==> src/rtl/cnn16_fpmul_pipe_pkg.sv <==
// Shared FP16 constants, operand/result classification types and a classifier helper
// used by the multi-lane FP16 multiply pipeline.
package cnn16_fpmul_pipe_pkg;

    localparam int unsigned LANE_W   = 16;
    localparam int unsigned BIAS     = 15;
    localparam logic [4:0]  EXP_ONES = 5'h1F;
    localparam logic [15:0] QNAN     = 16'h7E00;
    localparam logic [15:0] POS_INF  = 16'h7C00;

    typedef struct packed {
        logic is_nan;
        logic is_inf;
        logic is_zero;
    } fp_kind_t;

    typedef struct packed {
        logic nan;
        logic inf;
        logic zero;
    } res_cls_t;

    // Subnormals share exponent field 0 with zero and are flushed.
    function automatic fp_kind_t fp16_kind(input logic [14:0] mag);
        fp_kind_t k;
        k.is_zero = (mag[14:10] == 5'h00);
        k.is_inf  = (mag[14:10] == EXP_ONES) && (mag[9:0] == 10'h000);
        k.is_nan  = (mag[14:10] == EXP_ONES) && (mag[9:0] != 10'h000);
        return k;
    endfunction

endpackage

==> src/rtl/cnn16_fp16_mul_lane.sv <==
// One FP16 multiply lane: S1 decode/multiply, S2 normalise/exponent, S3 specials/ReLU.
// Datapath registers only; the enclosing pipeline supplies the advance enable.
module cnn16_fp16_mul_lane
    import cnn16_fpmul_pipe_pkg::*;
(
    input  logic              clk,
    input  logic              rst,
    input  logic              en,
    input  logic              relu,
    input  logic [LANE_W-1:0] a,
    input  logic [LANE_W-1:0] b,
    output logic [LANE_W-1:0] p
);

    localparam logic signed [6:0] EXP_MAX = 7'sd31;
    localparam logic signed [6:0] EXP_MIN = 7'sd0;

    fp_kind_t   ka, kb;
    res_cls_t   cls1_c;

    logic        s1_sign;
    logic [4:0]  s1_ea, s1_eb;
    logic [21:0] s1_prod;
    res_cls_t    s1_cls;

    logic              norm;
    logic signed [6:0] exp2_c;
    logic [9:0]        frac2_c;

    logic              s2_sign;
    logic signed [6:0] s2_exp;
    logic [9:0]        s2_frac;
    res_cls_t          s2_cls;

    logic [LANE_W-1:0] res3_c;

    // S1 operand classification
    always_comb begin
        ka          = fp16_kind(a[14:0]);
        kb          = fp16_kind(b[14:0]);
        cls1_c.nan  = ka.is_nan | kb.is_nan | (ka.is_inf & kb.is_zero) | (kb.is_inf & ka.is_zero);
        cls1_c.inf  = (ka.is_inf | kb.is_inf) & ~cls1_c.nan;
        cls1_c.zero = (ka.is_zero | kb.is_zero) & ~cls1_c.nan;
    end

    // S2 normalisation: a product >= 2.0 has its leading one at bit 21
    always_comb begin
        norm    = s1_prod[21];
        exp2_c  = 7'({2'b00, s1_ea}) + 7'({2'b00, s1_eb}) - 7'(BIAS) + 7'(norm);
        frac2_c = norm ? s1_prod[20:11] : s1_prod[19:10];
    end

    // S3 special-case resolution and ReLU
    always_comb begin
        res3_c = {s2_sign, s2_exp[4:0], s2_frac};
        if (s2_cls.nan)
            res3_c = QNAN;
        else if (s2_cls.inf || (s2_exp >= EXP_MAX))
            res3_c = POS_INF | {s2_sign, 15'h0000};
        else if (s2_cls.zero || (s2_exp <= EXP_MIN))
            res3_c = {s2_sign, 15'h0000};
        if (relu && res3_c[15] && !s2_cls.nan)
            res3_c = 16'h0000;
    end

    always_ff @(posedge clk or negedge rst) begin
        if (!rst) begin
            s1_sign <= 1'b0;
            s1_ea   <= 5'h00;
            s1_eb   <= 5'h00;
            s1_prod <= 22'h0;
            s1_cls  <= '0;
            s2_sign <= 1'b0;
            s2_exp  <= 7'sd0;
            s2_frac <= 10'h000;
            s2_cls  <= '0;
            p       <= '0;
        end else if (en) begin
            s1_sign <= a[15] ^ b[15];
            s1_ea   <= a[14:10];
            s1_eb   <= b[14:10];
            s1_prod <= 22'({1'b1, a[9:0]}) * 22'({1'b1, b[9:0]});
            s1_cls  <= cls1_c;
            s2_sign <= s1_sign;
            s2_exp  <= exp2_c;
            s2_frac <= frac2_c;
            s2_cls  <= s1_cls;
            p       <= res3_c;
        end
    end

endmodule

==> src/rtl/cnn16_fpmul_pipe.sv <==
// LANES-wide FP16 multiply pipeline with valid/ready handshake, per-set ReLU
// and a delivered-result counter.
module cnn16_fpmul_pipe
    import cnn16_fpmul_pipe_pkg::*;
#(
    parameter int unsigned LANES = 4,
    parameter int unsigned CNT_W = 32
) (
    input  logic                    clk,
    input  logic                    rst,
    input  logic                    in_valid,
    output logic                    in_ready,
    input  logic [LANE_W*LANES-1:0] in_a,
    input  logic [LANE_W*LANES-1:0] in_b,
    input  logic                    in_relu,
    output logic                    out_valid,
    input  logic                    out_ready,
    output logic [LANE_W*LANES-1:0] out_p,
    input  logic                    cnt_clr,
    output logic [CNT_W-1:0]        res_cnt
);

    logic adv;
    logic v1, v2;
    logic r1, r2;

    // Whole pipeline moves together; a full output stage blocks everything behind it
    assign adv      = !out_valid || out_ready;
    assign in_ready = adv;

    always_ff @(posedge clk or negedge rst) begin
        if (!rst) begin
            v1        <= 1'b0;
            v2        <= 1'b0;
            out_valid <= 1'b0;
            r1        <= 1'b0;
            r2        <= 1'b0;
        end else if (adv) begin
            v1        <= in_valid;
            r1        <= in_relu;
            v2        <= v1;
            r2        <= r1;
            out_valid <= v2;
        end
    end

    // Clear takes priority over a coincident output transfer
    always_ff @(posedge clk or negedge rst) begin
        if (!rst)
            res_cnt <= '0;
        else if (cnt_clr)
            res_cnt <= '0;
        else if (out_valid && out_ready)
            res_cnt <= res_cnt + CNT_W'(1);
    end

    for (genvar g = 0; g < LANES; g++) begin : g_lane
        cnn16_fp16_mul_lane u_lane (
            .clk  (clk),
            .rst  (rst),
            .en   (adv),
            .relu (r2),
            .a    (in_a[LANE_W*g +: LANE_W]),
            .b    (in_b[LANE_W*g +: LANE_W]),
            .p    (out_p[LANE_W*g +: LANE_W])
        );
    end

endmodule

==> config.mk <==
export PLATFORM = sky130hd
export DESIGN_NAME = cnn16_fpmul_pipe
export DESIGN_NICKNAME = d
export VERILOG_FILES = /design/src/rtl/cnn16_fpmul_pipe_pkg.sv /design/src/rtl/cnn16_fp16_mul_lane.sv /design/src/rtl/cnn16_fpmul_pipe.sv
export SDC_FILE = /design/constraint.sdc
export NUM_CORES = 2
export LEC_CHECK = 0
export CAP_MARGIN = 5
export CORE_MARGIN = 2
export CORE_UTILIZATION = 55
export DETAILED_ROUTE_END_ITERATION = 7
export GPL_ROUTABILITY_DRIVEN = 1
export PLACE_DENSITY = 0.74
export SLEW_MARGIN = 20
export SYNTH_ARGS = -nofsm -noshare
export SYNTH_HDL_FRONTEND = slang
export SYNTH_SLANG_ARGS = --single-unit
==> constraint.sdc <==
create_clock -name clk -period 4.95 [get_ports clk]
set_input_delay 0.495 -clock clk [delete_from_list [all_inputs] [get_ports clk]]
set_output_delay 0.495 -clock clk [all_outputs]
set_load 0.05 [all_outputs]
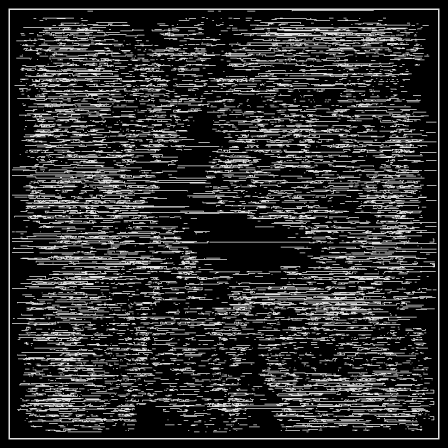
Fig. 1. Signal wires on met1.
main direction = horizontal
share of all routed wire = 43%
longest straight run = 53.8 um
Total Wirelength: 66800 um
total number of vias: 22400
met1 demand-to-capacity share in global routing: 34.5%

==> qor.tcl <==
set qor(power_report.internal_total_mw) 11.7
set qor(layout.cells.most_common) {sky130_fd_sc_hd__nand2_1}
set qor(timing.final.ws_setup_ns) 0.118
set qor(floorplan.die.height_um) 229
set qor(drt_drc_violations_left) 0
set qor(power.share.clock_pct) 9.9
set qor(ctsLongestPathBuffers) 3
set qor(tool_warnings) 39
set qor(critPathSlowestCell) {sky130_fd_sc_hd__fa_1}
set qor(io_buffers) 231
set qor(wl_per_cell_um) 15.9
set qor(later_pin_clock_latency_in_the_skew_report_ns) 0.55
set qor(cts_tree) {done}
set qor(power_leakage_nw) 17.5
set qor(final_setup_violation_count) 0
set qor(gp_routability_congestion) 0.922
set qor(ws_path_type) {in -> reg}
set qor(worstPathRequired_ns) 5.44
set qor(slew_viol_final) 0
set qor(ant_nets) 0
set qor(critical_path.most_common_cell) {sky130_fd_sc_hd__fa_1}
set qor(layout-area-overhead-vs-synth_pct) 22.4
set qor(clk_pin_slew_ns) 0.06
set qor(grt_start_max_net_pins) 128
set qor(top_layer) {met5}
set qor(combinationalPower_mw) 15.3
set qor(finalClockPeriodUsage_pct) 97.6
set qor(vias_per_cell) 5.32
set qor(critical-path-max-stage-delay_ns) 0.55
set qor(cell_total_in_the_yosys_stat_output) 3089
set qor(globalRouteTotalUtil_pct) 25.8
set qor(power.switching_mw) 9.75
set qor(drive_above_1_share_pct) 12.7
set qor(drt_first_pass_iters) 5
set qor(reg2reg_setup_slack_ns) 2.12
set qor(worst_clock_skew_ns) 0.00874
set qor(crit_path_end_kind) {flip-flop}
set qor(worst_pin_slew_ns) 1.01
set qor(finalNonFillerCells) 4213
set qor(tritoncts.num_buffers) 30
set qor(power.switching_fraction_pct) 45.4
set qor(yosysChipArea_um2) 27900
set qor(seqPwrFrac_pct) 18.9
set qor(clockRootBuffer) {sky130_fd_sc_hd__clkbuf_16}
set qor(run_status) {finished clean}
set qor(fraction_of_registers_with_async_set_reset_pct) 100
set qor(layout_top_cells) {sky130_fd_sc_hd__nand2_1, sky130_fd_sc_hd__inv_1, sky130_fd_sc_hd__fa_1}
set qor(finished_layout_cell_area_um2) 34200
set qor(wire_length_of_the_first_global_routing_pass_um) 113000
set qor(worstPathArrival_ns) 5.32
set qor(p_seq_mw) 4.07
set qor(worstPathCellList) {clkbuf_4, nand2_1, fa_1, inv_2, fa_1, inv_1, fa_1, inv_2, fa_1, inv_2, fa_1, inv_2, ha_4, and2_4, and3_4, a32o_2, nand2b_4, a211o_1, or4b_1, nand3_1}
set qor(std_cell_rows) 82
set qor(ys_dominant_reg_cell) {sky130_fd_sc_hd__dfrtp_1}
set qor(initial_core_util_pct) 55.7
set qor(first_global_vias) 23500
set qor(coreArea_um2) 50100
set qor(hp-class) {in -> async}
set qor(timing_hold_violations_final) 0
set qor(synthesis.area_per_instance_um2) 9.03
set qor(hpwlAfterDp_um) 53800
set qor(met2_length_um) 32700
set qor(placement.setup.worst_slack_ns) -0.916
set qor(mappedNetlistArea_um2) 27900
set qor(placedInstanceArea_um2) 32800
set qor(numSynthFlops) 289
set qor(final_nets) 4227
set qor(chipWidth_um) 229
set qor(power.density_cell_area_nw_per_um2) 629
set qor(wl_met1_um) 29000
set qor(cap_viol_max_count) 0
set qor(antenna_found_initial) 5
set qor(synth_cell_type_count) 71
set qor(synth-warning-count) 0
set qor(busiest_layer) {met2}
set qor(critPathLaunchType) {primary input}
set qor(floorplan.io_pins) 232
set qor(clockNetworkPower_mw) 2.12
set qor(clock_sink_total) 289
set qor(yosys.stat.seqShare_pct) 25.9
set qor(max-vdd-ir-drop_mv) 0.517
set qor(fmaxAchievable_ghz) 0.207
set qor(post-place-cells) 4149
set qor(pwr-share-comb_pct) 71.2
set qor(top_power_group) {combinational logic}
set qor(max-slew-margin-rel_pct) 32.9
set qor(fin_total_pwr_mw) 21.5
set qor(dr.first_iter.drc_count) 1345
set qor(grt.overflow.total) 0
set qor(min_period_ns) 4.83
set qor(groute.layer.met3.usage_pct) 3.57
set qor(synthCells) 3089
set qor(cts_hold_buf) 0
set qor(h-tree-depth) 1
set qor(fp_nets) 3796
set qor(edf_count) 0
set qor(floorplan.die_area_um2) 52500
set qor(route.met3.wl_um) 3390
set qor(timing.critical_path.fanout_max) 7
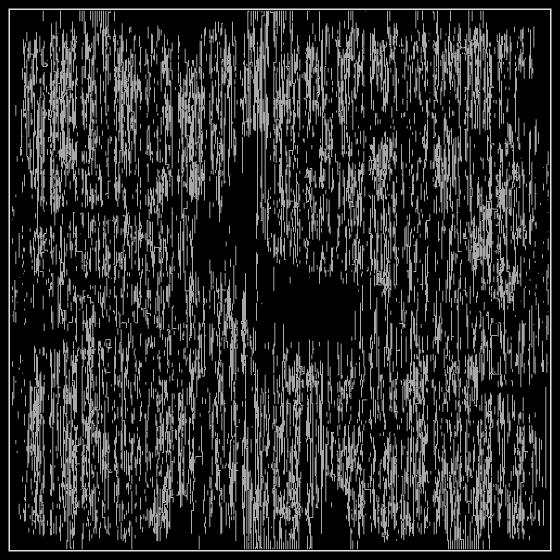
Fig. 2. Metal 2.
nets with wire on the layer = 3658
wire length on this layer = 32.7 mm
longest straight run = 76.2 um
share of all routed wire = 49%
main direction = vertical
M2 GR Usage: 44.3%

## state kept, by name, indices dropped and copies added, names as in the netlist
signal                 count
g_lane.u_lane.p           64
g_lane.u_lane.s1_prod     48
g_lane.u_lane.s2_frac     40
res_cnt                   32
g_lane.u_lane.s2_exp      28
g_lane.u_lane.s1_ea       20
g_lane.u_lane.s1_eb       20
g_lane.u_lane.s1_cls      12
g_lane.u_lane.s2_cls      12
g_lane.u_lane.s1_sign      4
g_lane.u_lane.s2_sign      4
out_valid                  1
r1                         1
r2                         1
v1                         1
v2                         1
## timing repair
action | 4_1_cts | 5_1_grt
buffers inserted | 2 | 9
gates cloned | 0 | 1
endpoints found under the setup margin | 27 | 36
pin swaps | 12 | 50
resized | 55 | 129
## path summary, 6_finish.rpt
kind	start	end	depth (start not counted)
min in group clk	g_lane[2].u_lane.s2_sign$_DFFE_PN0P_	g_lane[2].u_lane.s2_sign$_DFFE_PN0P_	2
max in group asynchronous	rst	g_lane[0].u_lane.s1_prod[12]$_DFFE_PN0P_	2
hold reg to reg	g_lane[2].u_lane.s2_sign$_DFFE_PN0P_	g_lane[2].u_lane.s2_sign$_DFFE_PN0P_	2
hold / removal	rst	g_lane[3].u_lane.p[10]$_DFFE_PN0P_	1
setup / recovery	in_a[21]	g_lane[1].u_lane.s1_prod[18]$_DFFE_PN0P_	20
setup reg to reg	out_valid$_DFFE_PN0P_	g_lane[2].u_lane.p[4]$_DFFE_PN0P_	6
## cell usage after synthesis, types with 42 or more instances
master                       n  area share [%]
sky130_fd_sc_hd__xnor2_1    58             1.8
sky130_fd_sc_hd__a21oi_1   110             2.0
sky130_fd_sc_hd__and2_1    149             3.3
sky130_fd_sc_hd__nor2_1    156             2.1
sky130_fd_sc_hd__clkbuf_1  127             1.7
sky130_fd_sc_hd__xor2_1     49             1.5
sky130_fd_sc_hd__o21ai_0   119             2.1
sky130_fd_sc_hd__inv_1     472             6.4
sky130_fd_sc_hd__dfrtp_1   289              26
sky130_fd_sc_hd__nand3_1    42            0.75
sky130_fd_sc_hd__nand2_1   570             7.7
sky130_fd_sc_hd__ha_1      253              11
sky130_fd_sc_hd__fa_1      320              23
## layout make-up
cell class / count / area [um2]
antenna: 2 / 5.00
fill: 4033 / 15900
timing repair buffer: 542 / 4690
clock inverter: 6 / 45.0
multi-input combinational: 2184 / 18700
inverter: 473 / 1780
clock buffer: 45 / 878
sequential: 289 / 7230
tap: 672 / 841
## cells by family after synthesis
logic type / synth area share, %
fa+ha+maj: 34.3
xor+xnor: 3.36
mux: 1.44
buf+inv: 8.41
flops: 25.9
compound gates: 9.41
simple gates: 17.1
## critical path, delay by kind of cell
kind	cells	cell delay, ns
AND-OR/OR-AND	2	0.54
buffers and inverters	6	0.39
adder cells (fa/ha/maj)	6	2.76
AND/OR/NAND/NOR	6	1.14
## stage by stage
step	setup TNS [ns]	hold WS (ns)	utilization, %
after floorplan	-0.336	0.199	-
after global placement	-24.53	0.447	65.6
after detailed placement	-28.29	0.454	65.6
after CTS	0	0.0549	67.4
after global routing	-0.0419	0.0855	68.2
final	0	0.00461	68.2
Power is estimated from default activity; no workload was simulated.
